==> src/rtl/approx_cmp_seq_if.sv <==
// Operand/result handshake bundle for the approximate comparator that drives the 2:1 max mux.
interface approx_cmp_seq_if #(
    parameter int WIDTH = 8
);
    logic             in_valid;
    logic             in_ready;
    logic [WIDTH-1:0] a;
    logic [WIDTH-1:0] b;
    logic             out_valid;
    logic             out_ready;
    logic             sel;
    logic             eq;
    logic [WIDTH-1:0] a_q;
    logic [WIDTH-1:0] b_q;

    modport master (
        output in_valid, a, b, out_ready,
        input  in_ready, out_valid, sel, eq, a_q, b_q
    );

    modport slave (
        input  in_valid, a, b, out_ready,
        output in_ready, out_valid, sel, eq, a_q, b_q
    );
endinterface

==> src/rtl/approx_cmp_seq.sv <==
// Bit-serial MSB-first magnitude comparator over the top EXACT_BITS bits, exiting on the
// first differing bit; sel picks a_q (1) or b_q (0) so the downstream mux yields the max.
module approx_cmp_seq #(
    parameter int WIDTH      = 8,
    parameter int EXACT_BITS = 4
) (
    input  logic            clk,
    input  logic            rst,
    approx_cmp_seq_if.slave bus
);
    localparam int IDX_W = (WIDTH > 1) ? $clog2(WIDTH) : 1;
    localparam logic [IDX_W-1:0] START_IDX = IDX_W'(WIDTH - 1);
    localparam logic [IDX_W-1:0] LAST_IDX  = IDX_W'(WIDTH - EXACT_BITS);

    if (EXACT_BITS < 1 || EXACT_BITS > WIDTH) begin : g_bad_exact_bits
        $error("approx_cmp_seq: EXACT_BITS must lie in 1..WIDTH");
    end

    typedef enum logic [1:0] {
        IDLE = 2'd0,
        CMP  = 2'd1,
        DONE = 2'd2
    } state_t;

    state_t           state;
    logic [IDX_W-1:0] idx;
    logic             in_ready;
    logic             out_valid;
    logic             sel;
    logic             eq;
    logic [WIDTH-1:0] a_q;
    logic [WIDTH-1:0] b_q;

    // Operands, decision and handshake flags are all registered; the mux sees stable values.
    always_ff @(posedge clk or posedge rst) begin
        if (rst) begin
            state     <= IDLE;
            idx       <= '0;
            in_ready  <= 1'b1;
            out_valid <= 1'b0;
            sel       <= 1'b0;
            eq        <= 1'b0;
            a_q       <= '0;
            b_q       <= '0;
        end else begin
            case (state)
                IDLE: begin
                    if (bus.in_valid) begin
                        a_q      <= bus.a;
                        b_q      <= bus.b;
                        idx      <= START_IDX;
                        in_ready <= 1'b0;
                        state    <= CMP;
                    end
                end
                CMP: begin
                    if (a_q[idx] != b_q[idx]) begin
                        sel       <= a_q[idx];
                        eq        <= 1'b0;
                        out_valid <= 1'b1;
                        state     <= DONE;
                    end else if (idx == LAST_IDX) begin
                        // Window exhausted: treat as a tie, which routes B through the mux.
                        sel       <= 1'b0;
                        eq        <= 1'b1;
                        out_valid <= 1'b1;
                        state     <= DONE;
                    end else begin
                        idx <= idx - 1'b1;
                    end
                end
                DONE: begin
                    if (bus.out_ready) begin
                        out_valid <= 1'b0;
                        in_ready  <= 1'b1;
                        state     <= IDLE;
                    end
                end
                default: begin
                    out_valid <= 1'b0;
                    in_ready  <= 1'b1;
                    state     <= IDLE;
                end
            endcase
        end
    end

    assign bus.in_ready  = in_ready;
    assign bus.out_valid = out_valid;
    assign bus.sel       = sel;
    assign bus.eq        = eq;
    assign bus.a_q       = a_q;
    assign bus.b_q       = b_q;
endmodule
==> src/flat_wrapper.sv <==
// flat-port wrapper written by rule: the top's interface ports become plain ports
module approx_cmp_seq_flat 
#(
    parameter int WIDTH      = 8,
    parameter int EXACT_BITS = 4
)
  (clk, rst, bus_in_valid, bus_a, bus_b, bus_out_ready, bus_in_ready, bus_out_valid, bus_sel, bus_eq, bus_a_q, bus_b_q);
  approx_cmp_seq_if #(.WIDTH(WIDTH)) bus_i ();
  input  logic clk;
  input  logic rst;
  input wire logic [$bits(bus_i.in_valid)-1:0] bus_in_valid;
  input wire logic [$bits(bus_i.a)-1:0] bus_a;
  input wire logic [$bits(bus_i.b)-1:0] bus_b;
  input wire logic [$bits(bus_i.out_ready)-1:0] bus_out_ready;
  output wire logic [$bits(bus_i.in_ready)-1:0] bus_in_ready;
  output wire logic [$bits(bus_i.out_valid)-1:0] bus_out_valid;
  output wire logic [$bits(bus_i.sel)-1:0] bus_sel;
  output wire logic [$bits(bus_i.eq)-1:0] bus_eq;
  output wire logic [$bits(bus_i.a_q)-1:0] bus_a_q;
  output wire logic [$bits(bus_i.b_q)-1:0] bus_b_q;
  assign bus_i.in_valid = bus_in_valid;
  assign bus_i.a = bus_a;
  assign bus_i.b = bus_b;
  assign bus_i.out_ready = bus_out_ready;
  assign bus_in_ready = bus_i.in_ready;
  assign bus_out_valid = bus_i.out_valid;
  assign bus_sel = bus_i.sel;
  assign bus_eq = bus_i.eq;
  assign bus_a_q = bus_i.a_q;
  assign bus_b_q = bus_i.b_q;
  approx_cmp_seq #(.WIDTH(WIDTH), .EXACT_BITS(EXACT_BITS)) u_core (.clk(clk), .rst(rst), .bus(bus_i));
endmodule
==> config.mk <==
export PLATFORM = sky130hd
export DESIGN_NAME = approx_cmp_seq_flat
export DESIGN_NICKNAME = d
export VERILOG_FILES = /design/src/rtl/approx_cmp_seq_if.sv /design/src/rtl/approx_cmp_seq.sv /design/src/flat_wrapper.sv
export SDC_FILE = /design/constraint.sdc
export NUM_CORES = 1
export LEC_CHECK = 0
export ABC_AREA = 1
export CAP_MARGIN = 20
export CORE_ASPECT_RATIO = 1.1
export CORE_MARGIN = 2
export CORE_UTILIZATION = 49
export CTS_CLUSTER_DIAMETER = 50
export DETAILED_ROUTE_END_ITERATION = 6
export MAX_ROUTING_LAYER = met4
export PLACE_DENSITY = 0.83
export SYNTH_ARGS = -nofsm -noshare
export SYNTH_HDL_FRONTEND = slang
export SYNTH_SLANG_ARGS = --single-unit
==> constraint.sdc <==
create_clock -name clk -period 4.1 [get_ports clk]
set_input_delay 0.41 -clock clk [delete_from_list [all_inputs] [get_ports clk]]
set_output_delay 0.41 -clock clk [all_outputs]
set_load 0.01 [all_outputs]
Placement view:
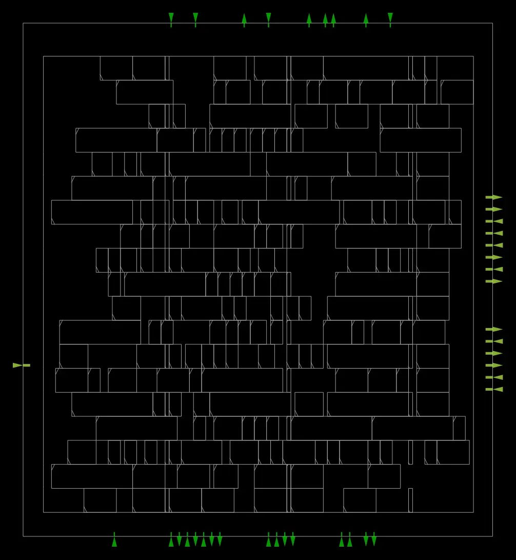
CORE AREA: 2520 um2
FF+latch count: 25
Post-Layout Cell Count: 224
cell row count: 19
fin util: 68.4%

Cell sizes after repair:
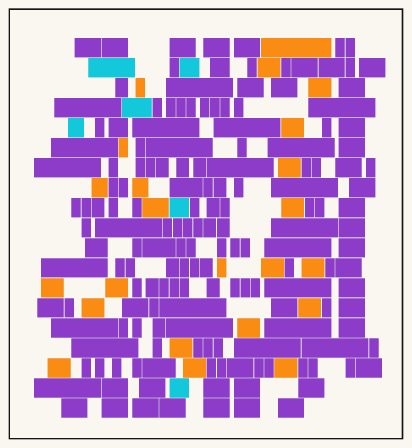
legend:
  cyan:
    size: x3 and x4
    cells: 6
    share: 3.1%
    most_used: clkbuf_4
  purple:
    size: x1 and smaller
    cells: 164
    share: 85%
    most_used: nand2_1
  orange:
    size: x2
    cells: 23
    share: 12%
    most_used: o21ai_2

Placement density heat map:
The die is cut into 11 by 12 equal tiles; white is low, dark blue is high, 0 to 100% covered.
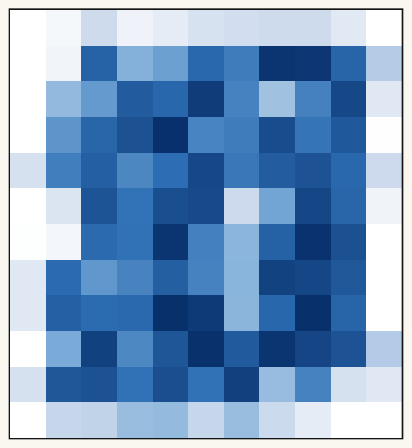
nearly empty tiles: 11%
emptiest ninth of the die: north-west
tiles over 75% full: 41%
fullest tile: 100%

I/O pins on the die edge:
Scale bar: 20 um. Pins as bars across the die edge, other pins in gray.
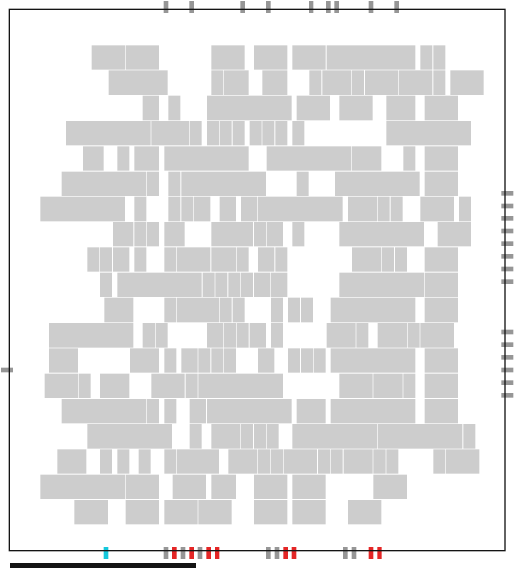
legend:
  cyan:
    port: clk
    pins: 1
    direction: input
    edge: south
  red:
    port: bus_a_q
    pins: 8
    direction: output
    edge: south
all pins by edge: 16 south, 14 east, 9 north, 1 west

Zoomed window:
Region (30, 34) to (50, 54) um. Cells in gray, sequential cells in the stronger gray; small squares are vias.
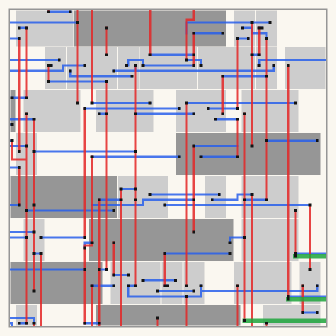
legend:
  green:
    layer: M3
  red:
    layer: M2
  blue:
    layer: M1
sequential cells in the window: 6
netlist names of flops here include: u_core.bus.b_q (4)
cells with their middle in the window: 33
most frequent: clkdlybuf4s50_1 (11), inv_1 (6), nand2_1 (6)

==> flow_summary.toml <==
# physical design summary
[clock_network]
cts-root-buf = "clkbuf_4"
cts_max_path_buffers = 2
cts_resized = 0
clk_pin_slew_ps = 130
cts_sinks = 25
cts_tree = "built"
post_cts_buffers = 0
cts-buffers-inserted = 3

[finish]
n_all_inverters = 24
area.combinational_um2 = 548
fillCellCount = 212
diodes = 0
comb_cells = 101
n_all_buffers = 39
layout_top_cell = "nand2_1"
nClkBuffers = 4
synthToLayoutAreaGrowth_pct = 31.9
seq_share_pct = 36.4
final_area_um2 = 1720
layout.nonclk_buf_share_pct = 22.7
dominant_cells = "sequential cells"
clock_area_share_pct = 1.53
finalNetCount = 217

[routing]
first_iter_violations = 16
via_count = 1100
ant_nets = 0
top_layer = "met4"
dr.pass1.iters = 4
dr_wl_met2_um = 1370
vias_per_cell = 4.91

[synthesis]
logic_family = "simple AND/OR/NAND/NOR gates"
synth_cells = 154
synthFlopType = "dfrtp_1"
synth_area_um2 = 1310
async_flop_share_pct = 100
mux_share_pct = 0
ys_sh_simple_pct = 25.8
synthDistinctLibCells = 23
ys_area_um2 = 1310
most_common_cell = "nand2_1"
adder_share_pct = 2.87
numSynthFlops = 25
synth-warning-count = 0
syn-num-nets = 177
top_cell_area_share_pct = 46.0
ys_top_cells_by_count = "nand2_1 (59), dfrtp_1 (24), inv_1 (20)"
syn_avg_cell_area_um2 = 8.48

[placement]
io_buffers = 39
pre_cts_slack_ps = 2210
placed_area_um2 = 1700
hpwl_um = 2120

[global_route]
grt_max_degree = 34
use_met3_pct = 1.55
grt_use_met2_pct = 32.8
overflow = 0
track_usage_pct = 20.3
grt_busiest_layer = "met2"
grt_use_met1_pct = 24.8

[worst_setup_path]
crit_family = "simple AND/OR/NAND/NOR gates"
worst-setup-path-type = "reg -> reg"
reg2reg_to = "u_core.idx[0]$_DFFE_PP0P_"
timing.rr.start = "u_core.idx[0]$_DFFE_PP0P_"
crit_start = "u_core.idx[0]$_DFFE_PP0P_"
critPathCaptureType = "flop"
regToRegSetupSlack_ps = 2180
crit_top_cell = "nand2_1"
start_kind = "flop"
arrival_ps = 2150
path_cells = "inv_2, nand2_1, nand3_1, nand3_1, nand2_1, ha_1, nand2_1, nor2_1, nor2_2, nand2_1, nand2_1"
cp.required_ps = 4330
crit_fanout = 12

[final_timing]
hold_ws_ps = 484
slew_headroom_pct = 37.9
fmax_mhz = 520
rsz0062_at_grt = "no"
slew_violations = 0
worst_pin_slew_ps = 930
finalCritPeriodShare_pct = 46.9
min_period_ps = 1920

[power]
p_per_area_nw_per_um2 = 813
finalPower_uw = 1400
power.leakage_uw = 0.000835

[hold_path]
hold_depth = 2
hold_end = "u_core.bus.in_ready$_DFFE_PP1P_"

[floorplanning]
nWellTaps = 31
die_area_um2 = 3100
die_h_um = 58.2
ios = 40

[run_status]
status = "finished clean"
-- registers in the layout, indices dropped and copies added (netlist names) --
name                  count
u_core.idx                3
u_core.bus.b_q            8
u_core.bus.out_valid      1
u_core.bus.in_ready       1
u_core.bus.eq             1
u_core.bus.sel            1
u_core.bus.a_q            8
u_core.state              2
-- power breakdown --
| group | switching (uW) | internal [uW] |
|---|---|---|
| Combinational | 449 | 376 |
| Sequential | 94.4 | 369 |
| Clock | 73.1 | 38.2 |
-- worst min-delay path, delay by kind of cell (launching register included) --
family          cells  cell delay (ps)
compound gates      1               50
buf+inv             1               60
flops               1              390
-- kinds of logic after synthesis --
family	Yosys count
AND/OR/NAND/NOR	77
buffers and inverters	28
flip-flops	25
AND-OR/OR-AND	20
adder cells (fa/ha/maj)	3
XOR/XNOR	1
Power is estimated from default activity; no workload was simulated.
